Design fetch_ctrl, sky130hd; sources not shown.
run_1/placement.png
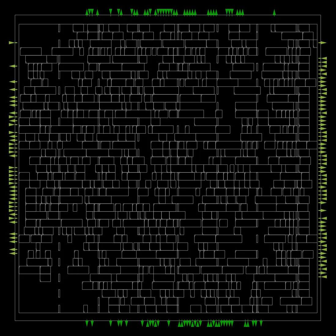
Placement Rows: 37
area of the core: 0.0105 mm²

run_1/wires.png
The bar under the picture is 20 µm long.
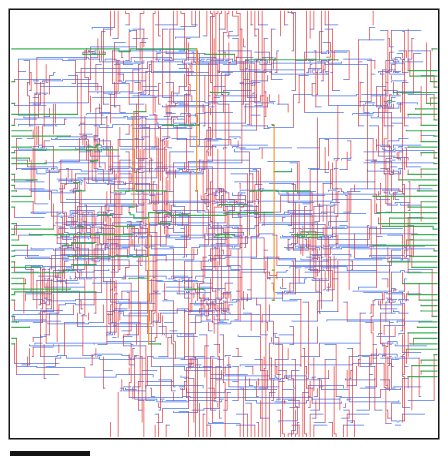
| layer | colour | wire length |
|---|---|---|
| metal 1 | blue | 5700 µm |
| metal 3 | green | 830 µm |
| metal 2 | red | 6200 µm |
| metal 4 | orange | 134 µm |
Global Route Usage Sum: 0.213
routed length per placed instance: 15.2 µm
Routed WL: 12.9 mm
via count: 4460

run_1/logic_types.png
The bar under the picture is 20 µm long.
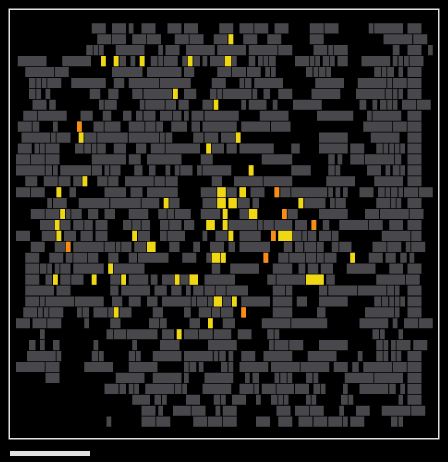
| family | colour | cells | most used |
|---|---|---|---|
| inverters | orange | 8 | inv_1 |
| NOR gates | yellow | 46 | nor2_1 |
Non-Filler Instances: 845
most frequent logic cell in the layout: sky130_fd_sc_hd__clkdlybuf4s50_1
combinational fraction of the cell area: 0.327

==> results.txt, run 1 <==
Summary of the current implementation state.

- The fraction of layout instances using a drive strength above 1 is 0.134, for reference.
- The layout report lists the non-clock buffer share of cell area as 0.308.
- The fraction of the core area covered by cells at the end of the flow is 0.625, for reference.
- In the final layout, the fill cell count is 918.
- Measured along the y axis, the die boundary spans 107 µm.
- The critical path's slowest stage uses the library cell sky130_fd_sc_hd__or4_1.
- The count of sequential standard cells is between 90 and 100, for reference.
- The DRC violation total after the first TritonRoute iteration is 240, for reference.
- Counting instances in the post-synthesis netlist gives the leading cell types as sky130_fd_sc_hd__nand2_1 (144), sky130_fd_sc_hd__dfxtp_1 (98), sky130_fd_sc_hd__a21oi_1 (66).
- TritonCTS created 9 clock buffers.
- By area the synthesized netlist is led by sky130_fd_sc_hd__dfxtp_1 (46%), sky130_fd_sc_hd__nand2_1 (13%), sky130_fd_sc_hd__a21oi_1 (7.7%), sky130_fd_sc_hd__clkbuf_1 (2.9%), sky130_fd_sc_hd__nor2_1 (2.9%).
- The met3 layer wire length in the routed design is 829 µm, for reference.
- The synthesized-area fraction occupied by and/or/nand/nor cells is 0.273, for reference.
- In the Yosys report the total cell count is approximately 530.
- The number of optimization iterations in the first detailed-route pass is 7, for reference.
- The run finished with clean final reports.
- The reg2reg setup slack is around 0.055 ns, for reference.
- The remaining global-route overflow is 0, for reference.
- The area share of the largest cell type after synthesis is 0.460, for reference.
- The classification of the worst setup path is register to register, for reference.
- The critical path's largest stage delay is 0.60 ns, for reference.
- The actual slew at the worst max-slew pin is 0.788 ns, for reference.
- The cell-mix breakdown from Yosys lists the XOR/XNOR area share as 0.0205.
- The flip-flop count of the largest register, all copies and words added is 32, for reference.
--- run 2 (diff from run 1) ---
--- a/config.mk
+++ b/config.mk
@@ -6,6 +6,7 @@
 export NUM_CORES = 1
 export LEC_CHECK = 0
 export CAP_MARGIN = 5
+export CORE_ASPECT_RATIO = 0.8
 export CORE_UTILIZATION = 39
 export DETAILED_ROUTE_END_ITERATION = 10
 export PLACE_DENSITY_LB_ADDON = 0.25
run_2/placement_by_type.png
The bar under the picture is 20 µm long. Fill, decap, tap and diode cells in grey.
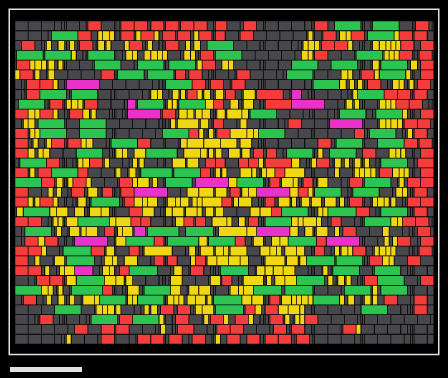
| class | colour | cells |
|---|---|---|
| other buffers and delay cells | red | 212 |
| flops | green | 98 |
| clock drivers and dummy loads | magenta | 14 |
| combinational and other logic | yellow | 394 |
sequential portion of the cell area: 0.301
area of the core: 0.0104 mm²
Placement Rows: 33
final standard cell area without fillers: 0.00667 mm²

==> results.txt, run 2 <==
Summary of the current implementation state.

- The detail-routed net length per standard cell is 15.2 µm (about the same), for reference.
- The logic share of the area is 0.320 (was 0.327), for reference.
- Run status: completed (unchanged).
- The total global routing track utilization was 0.229 (was 0.213).
- The fraction of layout instances using a drive strength above 1 is 0.143 (was 0.134), for reference.
- The number of optimization iterations in the first detailed-route pass is 5 (was 7), for reference.
- The count of sequential standard cells is 98 (unchanged), for reference.
- The remaining global-route overflow is 0 (unchanged), for reference.
- The worst-path cell with the longest stage delay is sky130_fd_sc_hd__a2111oi_0 (was sky130_fd_sc_hd__or4_1).
- The reg2reg setup slack came to 0.04 ns (was 0.06 ns).
- The met3 layer wire length in the routed design is 1.05 mm (was 829 µm), for reference.
- Top cells by count: sky130_fd_sc_hd__nand2_1 (144), sky130_fd_sc_hd__dfxtp_1 (98), sky130_fd_sc_hd__a21oi_1 (66) (unchanged).
- The summed standard-cell area reported by yosys was 0.00426 mm² (unchanged).
- The fraction of cell area in non-clock buffers came to 0.306 (was 0.308).
- The area share of the largest cell type after synthesis is 0.460 (unchanged), for reference.
- The largest area contributor in the synthesized netlist is sky130_fd_sc_hd__dfxtp_1 (unchanged), for reference.
- The post-synthesis adder-cell area fraction is 0.0117 (unchanged), for reference.
- The classification of the worst setup path is register to register (unchanged), for reference.
- The DRC violation total after the first TritonRoute iteration is 222 (was 240), for reference.
- The synthesized-area fraction occupied by and/or/nand/nor cells is 0.273 (unchanged).
- The count of vias placed by the detailed router came to 4546 (was 4460).
- The actual slew at the worst max-slew pin is 0.664 ns (was 0.788 ns).
- The final non-filler cell total came to 858 (was 845).
- The detailed-route wire length is 13.0 mm (was 12.9 mm).
- The flip-flop count of the largest register, all copies and words added is 32 (unchanged), for reference.
